$ cat src/rtl/imem_arbiter.sv
// Two-requester arbiter (core fetch, program loader) for a single-port synchronous-read
// instruction memory. Optional fetch starvation guard enabled by IMEM_STARVE_GUARD_EN.
module imem_arbiter #(
  parameter int unsigned ADDR_WIDTH   = 20,
  parameter int unsigned STARVE_LIMIT = 8
) (
  input  logic                  i_clk,
  input  logic                  i_rst_n,
  // fetch port
  input  logic                  i_f_req,
  input  logic [31:0]           i_f_addr,
  output logic                  o_f_gnt,
  output logic                  o_f_rvalid,
  output logic [31:0]           o_f_rdata,
  output logic                  o_f_err,
  // loader port
  input  logic                  i_l_req,
  input  logic                  i_l_we,
  input  logic [31:0]           i_l_addr,
  input  logic [31:0]           i_l_wdata,
  input  logic                  i_l_lock,
  output logic                  o_l_gnt,
  output logic                  o_l_rvalid,
  output logic [31:0]           o_l_rdata,
  // memory port
  output logic                  o_mem_en,
  output logic                  o_mem_we,
  output logic [ADDR_WIDTH-1:0] o_mem_addr,
  output logic [31:0]           o_mem_wdata,
  input  logic [31:0]           i_mem_rdata
);

  localparam logic [1:0] IDLE  = 2'd0;
  localparam logic [1:0] FETCH = 2'd1;
  localparam logic [1:0] LOAD  = 2'd2;

  logic [1:0] state_q, state_d;

  logic f_ok, l_ok;
  logic locked;
  logic force_f;
  logic f_gnt_raw, l_gnt_raw;
  logic f_gnt, l_gnt;
  logic mem_en, mem_we;

  logic        f_rvalid_q, f_err_q;
  logic [31:0] f_rdata_q;
  logic        l_rvalid_q, l_bad_q;
  logic [31:0] l_rdata_q;

  // Word aligned and no address bits above the memory's word range.
  function automatic logic addr_ok(input logic [31:0] a);
    return (a[1:0] == 2'b00) && ((a >> (ADDR_WIDTH + 2)) == 32'd0);
  endfunction

  assign f_ok = addr_ok(i_f_addr);
  assign l_ok = addr_ok(i_l_addr);

  // ---------------------------------------------------------------------------
  // Starvation guard
  // ---------------------------------------------------------------------------
`ifdef IMEM_STARVE_GUARD_EN
  localparam int unsigned SW = $clog2(STARVE_LIMIT + 1);

  logic [SW-1:0] starve_q, starve_d;

  assign force_f = (starve_q == SW'(STARVE_LIMIT));

  always_comb begin
    starve_d = starve_q;
    if (f_gnt_raw) begin
      starve_d = '0;
    end else if (i_f_req && (starve_q != SW'(STARVE_LIMIT))) begin
      starve_d = starve_q + SW'(1);
    end
  end

  always_ff @(posedge i_clk or negedge i_rst_n) begin
    if (!i_rst_n) begin
      starve_q <= '0;
    end else begin
      starve_q <= starve_d;
    end
  end
`else
  assign force_f = 1'b0;
`endif

  // ---------------------------------------------------------------------------
  // Arbitration
  // ---------------------------------------------------------------------------
  assign locked = (state_q == LOAD) && i_l_lock;

  // A held lock shuts fetch out unless the starvation guard fires.
  assign f_gnt_raw = i_f_req && (!locked || force_f);
  assign l_gnt_raw = i_l_req && !f_gnt_raw;

  always_comb begin
    state_d = IDLE;
    if (locked) begin
      state_d = LOAD;
    end else if (f_gnt_raw) begin
      state_d = FETCH;
    end else if (l_gnt_raw) begin
      state_d = LOAD;
    end
  end

  always_ff @(posedge i_clk or negedge i_rst_n) begin
    if (!i_rst_n) begin
      state_q <= IDLE;
    end else begin
      state_q <= state_d;
    end
  end

  // Grants and memory strobes are forced low while reset is held.
  assign f_gnt  = i_rst_n && f_gnt_raw;
  assign l_gnt  = i_rst_n && l_gnt_raw;
  assign mem_en = (f_gnt && f_ok) || (l_gnt && l_ok);
  assign mem_we = l_gnt && l_ok && i_l_we;

  assign o_f_gnt     = f_gnt;
  assign o_l_gnt     = l_gnt;
  assign o_mem_en    = mem_en;
  assign o_mem_we    = mem_we;
  assign o_mem_wdata = mem_we ? i_l_wdata : 32'd0;

  always_comb begin
    o_mem_addr = '0;
    if (f_gnt && f_ok) begin
      o_mem_addr = i_f_addr[ADDR_WIDTH+1:2];
    end else if (l_gnt && l_ok) begin
      o_mem_addr = i_l_addr[ADDR_WIDTH+1:2];
    end
  end

  // ---------------------------------------------------------------------------
  // Responses
  // ---------------------------------------------------------------------------
  always_ff @(posedge i_clk or negedge i_rst_n) begin
    if (!i_rst_n) begin
      f_rvalid_q <= 1'b0;
      f_err_q    <= 1'b0;
      f_rdata_q  <= 32'd0;
      l_rvalid_q <= 1'b0;
      l_bad_q    <= 1'b0;
      l_rdata_q  <= 32'd0;
    end else begin
      f_rvalid_q <= f_gnt && f_ok;
      f_err_q    <= f_gnt && !f_ok;
      l_rvalid_q <= l_gnt && !i_l_we;
      l_bad_q    <= !l_ok;
      if (f_rvalid_q) begin
        f_rdata_q <= i_mem_rdata;
      end
      if (l_rvalid_q) begin
        l_rdata_q <= l_bad_q ? 32'd0 : i_mem_rdata;
      end
    end
  end

  // Memory data arrives one cycle after the grant; pass it straight through on the
  // valid cycle and hold the captured copy afterwards.
  assign o_f_rvalid = f_rvalid_q;
  assign o_f_err    = f_err_q;
  assign o_f_rdata  = f_rvalid_q ? i_mem_rdata : f_rdata_q;

  assign o_l_rvalid = l_rvalid_q;
  assign o_l_rdata  = l_rvalid_q ? (l_bad_q ? 32'd0 : i_mem_rdata) : l_rdata_q;

endmodule

$ cat config.mk
export PLATFORM = sky130hd
export DESIGN_NAME = imem_arbiter
export DESIGN_NICKNAME = d
export VERILOG_FILES = /design/src/rtl/imem_arbiter.sv
export SDC_FILE = /design/constraint.sdc
export NUM_CORES = 1
export LEC_CHECK = 0
export CAP_MARGIN = 20
export CORE_MARGIN = 2
export CORE_UTILIZATION = 30
export CTS_BUF_LIST = sky130_fd_sc_hd__clkbuf_4 sky130_fd_sc_hd__clkbuf_8
export DETAILED_ROUTE_END_ITERATION = 6
export GPL_ROUTABILITY_DRIVEN = 0
export PLACE_DENSITY = 0.74
export RECOVER_POWER = 50
export SYNTH_ARGS = -nofsm -noshare
export SYNTH_HDL_FRONTEND = slang
export SYNTH_SLANG_ARGS = --single-unit
export TNS_END_PERCENT = 50
$ cat constraint.sdc
create_clock -name i_clk -period 1.8 [get_ports i_clk]
set_input_delay 0.18 -clock i_clk [delete_from_list [all_inputs] [get_ports i_clk]]
set_output_delay 0.18 -clock i_clk [all_outputs]
set_load 0.01 [all_outputs]
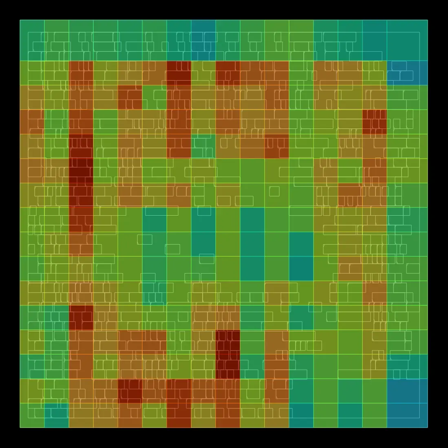
**Above:** run 1 (routing congestion).
WL per Instance: 18.2 um
grt met3 use: 5.32%
GR Util met1: 23.1%
total global-route track usage: 20.8%
layer with the highest usage: met2

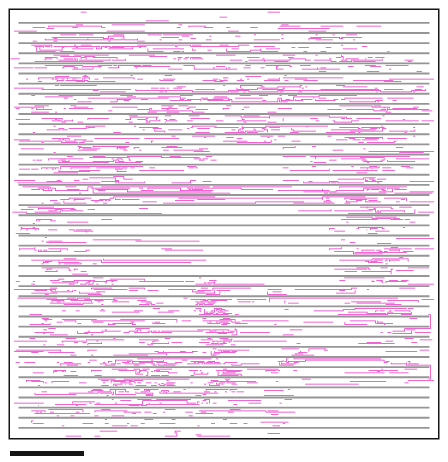
**Above:** run 1 (signal wires on met1).
The bar under the picture is 20 um long. Supply wires on this layer in grey.
- nets with wire on the layer: 705
- share of all routed wire: 37%
- longest straight run: 38.6 um
- main direction: horizontal
- wire length on this layer: 5560 um
via count: 4033
Routed WL: 15000 um

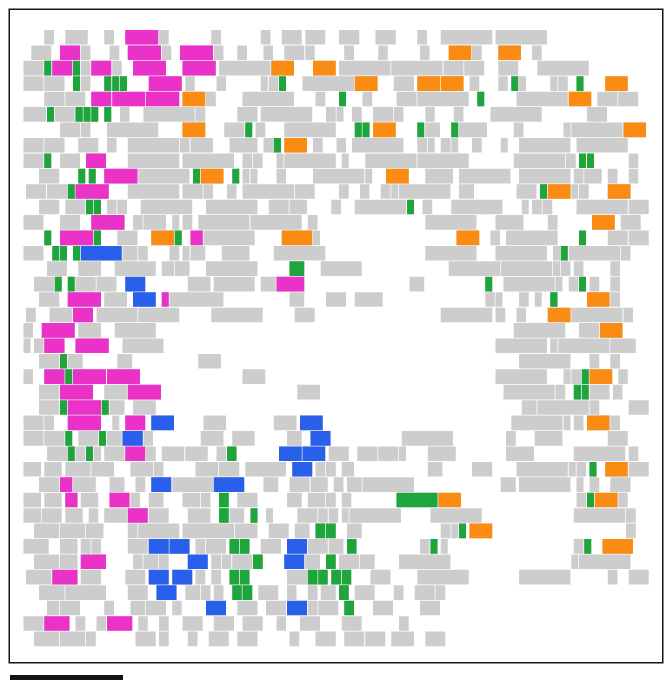
**Above:** run 1 (gate families picked out).
The bar under the picture is 20 um long.
- nand cells: green (cells 86; where widely spread)
- nor cells: magenta (cells 42; where a column on the left)
- non-inverting ao/oa cells: blue (cells 22)
- mux cells: orange (cells 32; where widely spread)
dominant logic cell type in the layout: clkdlybuf4s50_1
Post-Layout Cell Count: 826
logic share of the area: 26.8%

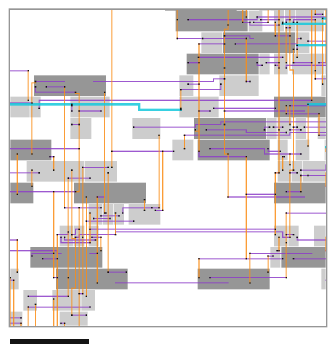
**Above:** run 1 (zoomed window).
The bar under the picture is 10 um long. Window x 66 to 106, y 9 to 49 um. Cells in grey, sequential cells in the stronger grey; small squares are vias.
- metal 2: orange
- metal 3: cyan
- metal 1: purple
- sequential cells in the window: 14
- netlist names of flops here include: `l_rdata_q` (7), `f_rdata_q` (6)
- most frequent: dfrtp_1 (14), nand2_1 (7)
- cells with their middle in the window: 56

==> changes_impl.md, run 1 <==
## Flow update

- Outcome: finished, violations left
- Failing checks: negative setup slack
- FF+latch count: 70
- Dpl hpwl: 11200 um
- Area-dominant class: non-clock buffers
- Sequential cell area share: 25.5%
- Crit-path slowest cell: dfrtp_1
- Crit path buf inv count: 3
- Crit path DRT: 1.62 ns
- Xor/xnor share: 0%
- Peak VDD IR: 0.342 mV
- Switch share: 25.5%
- Share of the synthesized area in the top cell type: 47.4%
- #FFs+latches synth: 70
- M1 wire length: 5560 um
- Antenna violations before repair: 2
- Seq share, synth: 47.4%
- Setup tns final: -1.14 ns
- Flop area: 1750 um^2
- Comb group: 678 uW
- Critical Path Max Stage Delay: 0.36 ns
- Met2 Use GR: 38.0%
- Power, Total: 3.38 mW
- Port bufs: 256
- Global route overflow: 0
- Top sig layer: met4
- Clock Skews: 0.0104 ns
- CTS tree: done
- Area Overhead vs Synth: 86.0%
- Htree depth: 3
- Top cells, area: dfrtp_1 (47%), mux2_2 (9.1%), nor3_2 (7.9%)
- First-pass GRT wire length: 21200 um
- Synth mux share: 9.75%
- Max-Cap Viols: 0
- Ant diodes: 2
- Clock transition at the registers of the reported paths: 0.08 ns
- WHS: 0.452 ns
- Worst r2r src: state_q[0]
- Hold Path Class: in2reg
- CTS max path bufs: 2
- Share of flip-flops with an asynchronous set or reset: 100%
- Tcrit/Tclk final: 106%
- DRC viols: 0
- Post-CTS sizing: 328
- Placed cell count: 785
- DP Worst Slack: -0.619 ns
- Non-clock buffer share of cell area: 40.6%
- Critical Path Stages: 6
- Finished Cell Area: 6870 um^2
- Die area: 13200 um^2
- Critical Path Start Type: flip-flop
- Nets: 807
- Layout cells sized above 1: 40.6%
- Bufs w/o clock: 316
- Post-synth top cells: dfrtp_1 (70), nand2_1 (64), inv_1 (35)
- Vias in the first global route: 4013
- RSZ-0062 raised after global routing: true
- Top flop regs: f_rdata_q x32, l_rdata_q x32, state_q x2
- Initial DRC Count: 195
- Area leader, netlist: dfrtp_1
- Setup Crit Path Kind: reg2out
- Simple Share, Synth: 20.7%
- Ys cells: 383
- EDFF count, synth: 0
- Net Sw Power: 863 uW
- Worst Path Max Fanout: 7
- Vias per Instance: 4.88
- Nets at Floorplan: 517
- Number of setup buffers added after CTS: 8
- RR Endpoint: o_l_rvalid
- CTS Buf Count: 9
- Syn Std Cell Area: 3690 um^2
- Hold Path Origin: i_mem_rdata[11]
- Tool Warnings: 28
- R2R depth: 5
- Rows: 40
- TritonCTS Sinks: 70
- Sequential power share: 48.1%
- Clock buffer cells: 11
- Final clock-cell share: 2.38%
- FILL cells: 1054
- Complex Gates by Area: 13.1%
- Largest net degree at the start of global routing: 71
- Taps Inserted: 147
- Leakage power: 3.49 nW
- Final Hold Viols: 0
- Slew HR: 37.2%
- Reg-to-reg slack, setup: 0.53 ns
- Clk. pwr: 1.07 mW
- Hold bufs inserted after CTS: 0
- Fmax: 525 MHz
- Area after DPL: 6590 um^2
- Starting density of the core: 30.8%
- Pwr Density: 491 nW/um^2
- Routed Antenna Nets: 0
- Worst-Margin Slew: 0.942 ns
- Final setup viols: 23
- Int Pwr: 2.52 mW
- Finished Core Util: 57.2%
- Inverters: 36
- Slew Limit Fails: 0
- Fa+ha+maj area frac: 0%
- Setup crit start: state_q[0]
- Minimum clock period: 1.90 ns
- Pwr top: sequential cells
- Most common cell in the netlist: dfrtp_1
- Setup ws final: -0.104 ns
- Logic pwr share: 20.1%
- Top_reg_cell synth: dfrtp_1
- Mapped Cells: 383
- Top delay family on crit path: buffers and inverters
- Synthesized area per cell: 9.65 um^2
- Root buf cell: clkbuf_8
- Worst setup EP type: primary output
- Logic Gate Count: 240
- Die Span X: 115 um
- Worst-Skew Late Latency: 0.34 ns
- Crit path cell chain: nand3b_4 -> a21o_4 -> buf_12 -> buf_6 -> nor3_4 -> buf_2
- Clock share of power: 31.8%
- Logic area: 1840 um^2
- Met3 WL: 1120 um
- Yosys warnings: 0
- WL met2: 7900 um
- Worst EP arrival: 1.72 ns
- # IOs: 257
- DRT Pass-1 Iters: 4
- Sink of the worst hold path: l_rdata_q[11]
- Crit path to: o_mem_wdata[9]
- Height of the die: 115 um
- Synth logic family: simple AND/OR/NAND/NOR gates
- Hold path cells: 3
- Distinct lib cells: 27
-- run 1: placed cells by master, fill, tap and decap left out, types with 9 or more instances in the layout --
cell / n
a21oi_1: 17
dlygate4sd2_1: 11
nand3_1: 20
nor3_2: 12
nand2_1: 64
dfrtp_1: 69
inv_1: 35
o21ai_0: 32
a32o_1: 15
clkbuf_8: 9
nor3_4: 21
clkdlybuf4s50_1: 115
buf_4: 26
buf_2: 44
buf_6: 25
mux2_2: 28
dlymetal6s2s_1: 10
buf_12: 11
clkbuf_2: 63
-- run 1: worst register-to-register path, stage by stage (launching register included) --
cell      delay, ns
dfrtp_1        0.36
nand3b_4       0.18
a21o_4         0.30
buf_12         0.17
buf_12         0.12
nor2_1         0.09
--- run 2 (diff from run 1) ---
--- a/config.mk
+++ b/config.mk
@@ -13,6 +13,8 @@
 export GPL_ROUTABILITY_DRIVEN = 0
 export PLACE_DENSITY = 0.74
 export RECOVER_POWER = 50
+export REMOVE_ABC_BUFFERS = 1
+export SLEW_MARGIN = 20
 export SYNTH_ARGS = -nofsm -noshare
 export SYNTH_HDL_FRONTEND = slang
 export SYNTH_SLANG_ARGS = --single-unit
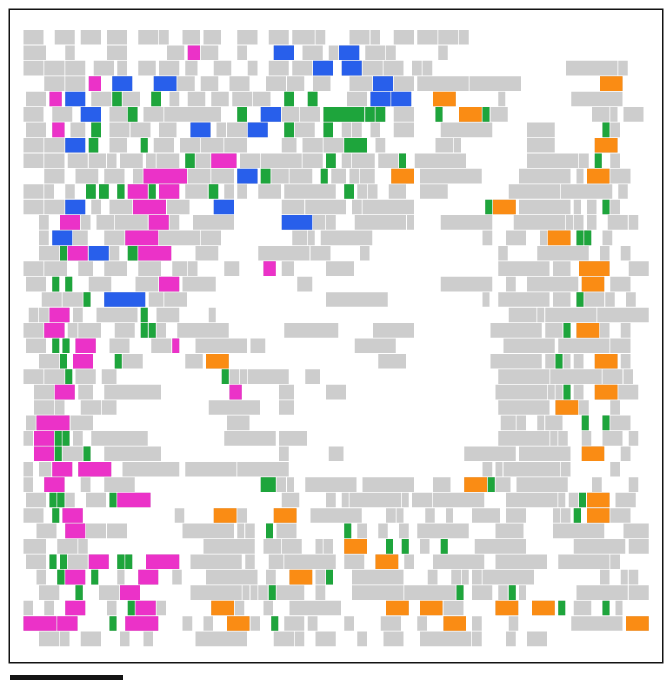
**Above:** run 2 (gate families picked out).
The bar under the picture is 20 um long.
- non-inverting ao/oa cells: blue (cells 22)
- nand cells: green (cells 87; where widely spread)
- mux cells: orange (cells 32)
- nor cells: magenta (cells 42; where a column on the left)
Post-Layout Cell Count: 825
logic share of the area: 26.5%

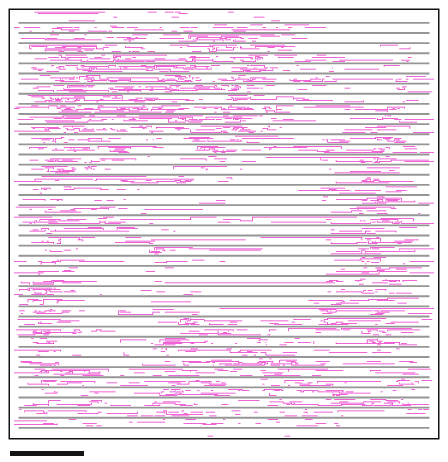
**Above:** run 2 (signal wires on met1).
The bar under the picture is 20 um long. Supply wires on this layer in grey.
GR Util met1: 25.0%
via count: 4050

==> run 2 against run 1 <==
The run still ends with negative setup slack left. Clock power increased by 31%. Worst setup slack got worse by 0.030 ns. Synthesized cell count unchanged. Register-to-register slack got worse by 0.14 ns. Sequential power about the same. Non-clock buffer count decreased by 1. Largest cell class unchanged. Highest routed layer unchanged.
==> changes_impl.md, run 2 <==
## Flow update

- Critical Path Start Type: flip-flop
- Worst-Skew Late Latency: 0.34 ns (about the same)
- Placed cell count: 775 (-1.3%)
- CTS max path bufs: 2 (unchanged)
- Syn Std Cell Area: 3690 um^2 (unchanged)
- Most common cell in the netlist: dfrtp_1
- Clk. pwr: 1.40 mW (+31%)
- CTS tree: done
- Seq share, synth: 47.4% (unchanged)
- CTS Buf Count: 9 (unchanged)
- Layout cells sized above 1: 42.5% (+1.9 points)
- Worst r2r src: state_q[0]
- Distinct lib cells: 27 (unchanged)
- Die Span X: 115 um (unchanged)
- Reg-to-reg slack, setup: 0.39 ns (-0.14 ns)
- Clock transition at the registers of the reported paths: 0.07 ns (about the same)
- R2R depth: 6 (+1)
- Minimum clock period: 1.93 ns (+0.0300 ns)
- Finished Core Util: 57.7% (+0.48 points)
- Yosys synthesis chip area: 3690 um^2
- FILL cells: 1089 (+3.3%)
- FF+latch count: 70 (unchanged)
- Root buf cell: clkbuf_8
- Net Sw Power: 866 uW (+0.38%)
- TritonCTS Sinks: 70 (unchanged)
- WHS: 0.200 ns (-0.252 ns)
- Clock buffer cells: 12 (+1)
- Largest net degree at the start of global routing: 57 (-20%)
- Sequential power share: 43.7% (-4.4 points)
- Pwr top: sequential cells
- Share of the synthesized area in the top cell type: 47.4% (unchanged)
- Area-dominant class: non-clock buffers
- EDFF count, synth: 0 (unchanged)
- DRT Pass-1 Iters: 5 (+1)
- Failing checks: negative setup slack
- RSZ-0062 raised after global routing: true
- Clock Skews: 0.00541 ns (-0.00504 ns)
- Synthesized area per cell: 9.65 um^2 (unchanged)
- Max-Cap Viols: 0 (unchanged)
- Final clock-cell share: 3.21% (+0.83 points)
- Antenna violations before repair: 0 (-2)
- Hold bufs inserted after CTS: 1 (+1)
- Area Overhead vs Synth: 87.6%
- Die area: 13200 um^2 (unchanged)
- Hold Path Class: in2async
- Clock share of power: 37.6% (+5.8 points)
- Dominant logic cell type in the layout: clkdlybuf4s50_1
- Fmax: 517 MHz (-1.5%)
- Nets: 807 (unchanged)
- Setup Crit Path Kind: reg2out
- WL per Instance: 17.4 um (-4.1%)
- Worst EP arrival: 1.75 ns (+0.03 ns)
- Logic Gate Count: 241 (+0.42%)
- Area leader, netlist: dfrtp_1
- Layer with the highest usage: met2
- Initial DRC Count: 185 (-5.1%)
- Most frequent cells in the layout: clkdlybuf4s50_1 (122), buf_2 (83), dfrtp_1 (69)
- Final Hold Viols: 0 (unchanged)
- Met2 Use GR: 36.5% (-1.5 points)
- Global route overflow: 0 (unchanged)
- Flop area: 1750 um^2 (unchanged)
- DP Worst Slack: -0.538 ns (+0.0811 ns)
- WL met2: 7210 um (-8.8%)
- Worst setup EP type: primary output
- Share of flip-flops with an asynchronous set or reset: 100% (unchanged)
- Power, Total: 3.72 mW (+10%)
- Height of the die: 115 um (unchanged)
- Taps Inserted: 147 (unchanged)
- Outcome: finished, violations left
- Finished Cell Area: 6930 um^2 (+0.84%)
- Ant diodes: 0 (-2)
- Tcrit/Tclk final: 107% (+1.7 points)
- Number of setup buffers added after CTS: 20 (+12)
- Setup ws final: -0.134 ns (-0.0300 ns)
- Leakage power: 3.37 nW (-3.4%)
- Final setup viols: 51 (+120%)
- Top_reg_cell synth: dfrtp_1
- Met3 WL: 1090 um (-2.1%)
- Logic area: 1840 um^2 (-0.27%)
- Area after DPL: 6520 um^2 (-0.95%)
- Mapped Cells: 383 (unchanged)
- Dpl hpwl: 10000 um (-11%)
- Non-clock buffer share of cell area: 40.2% (-0.43 points)
- Setup crit start: state_q[0]
- Top sig layer: met4
- # IOs: 257 (unchanged)
- Post-synth top cells: dfrtp_1 (70), nand2_1 (64), inv_1 (35)
- Worst-Margin Slew: 1.33 ns (+0.385 ns)
- Starting density of the core: 30.8% (unchanged)
- Switch share: 23.3% (-2.3 points)
- Sequential cell area share: 25.3% (-0.21 points)
- Routed Antenna Nets: 0 (unchanged)
- Crit path DRT: 1.62 ns (about the same)
- #FFs+latches synth: 70 (unchanged)
- Inverters: 36 (unchanged)
- Ys cells: 383 (unchanged)
- Port bufs: 256 (unchanged)
- RR Endpoint: o_f_rvalid
- Total global-route track usage: 21.3% (+0.41 points)
- Yosys warnings: 0 (unchanged)
- Vias in the first global route: 4279 (+6.6%)
- Int Pwr: 2.86 mW (+14%)
- Comb group: 699 uW (+3.1%)
- Seq pwr: 1.63 mW
- Worst Path Max Fanout: 6 (-1)
- Peak VDD IR: 0.247 mV (-28%)
- Logic pwr share: 18.8% (-1.3 points)
- Bufs w/o clock: 315 (-0.32%)
- Pwr Density: 537 nW/um^2 (+9.3%)
- Vias per Instance: 4.91 (+0.54%)
- Setup tns final: -2.62 ns (-1.48 ns)
- Post-CTS sizing: 494 (+51%)
- First-pass GRT wire length: 22000 um (+3.4%)
- Rows: 40 (unchanged)
- Slew HR: 11.5% (-26 points)
- Tool Warnings: 27 (-3.6%)
- Top cells, area: dfrtp_1 (47%), mux2_2 (9.1%), nor3_2 (7.9%)
- M1 wire length: 5580 um (+0.27%)
- DRC viols: 0 (unchanged)
- Top flop regs: f_rdata_q x32, l_rdata_q x32, state_q x2
- Htree depth: 3 (unchanged)
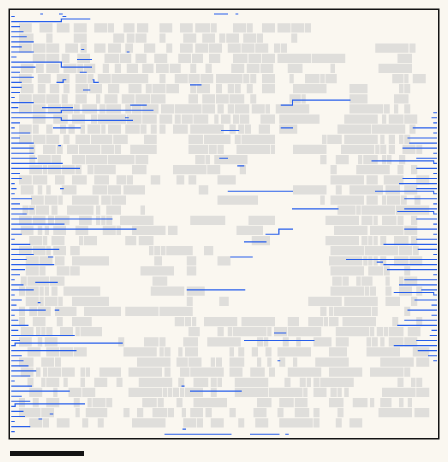
**Above:** run 2 (metal 3).
The bar under the picture is 20 um long. Cells faint in the background.
- nets with wire on the layer: 155
- main direction: horizontal
- share of all routed wire: 7.6%
- wire length on this layer: 1090 um
- longest straight run: 33.4 um
grt met3 use: 5.90%
Routed WL: 14400 um

[run 2: worst max-delay path, cell delays in order (launching register included)]
cell	delay, ns
dfrtp_1	0.39
nand3b_4	0.18
and3_4	0.23
buf_12	0.14
buf_6	0.11
a32o_2	0.24
buf_6	0.12
[run 2: worst max-delay path by stage]
stage | cells past startpoint | slack (ns) | end
final | 6 | -0.13 | o_mem_addr[5]
after global routing | 6 | -0.19 | o_mem_addr[8]
after CTS | 6 | -0.17 | o_mem_wdata[30]
after detailed placement | 7 | -0.54 | o_mem_wdata[7]
after global placement | 7 | -0.51 | o_mem_en
after floorplan | 3 | -0.52 | o_l_rdata[0]
[run 2: logic make-up after synthesis]
logic type	Yosys count	synth area share (%)
simple gates	133	20.7
compound gates	75	13.1
buf+inv	73	9.11
flops	70	47.4
mux	32	9.75
No activity file was given, so power comes from the tool's default toggle rates.
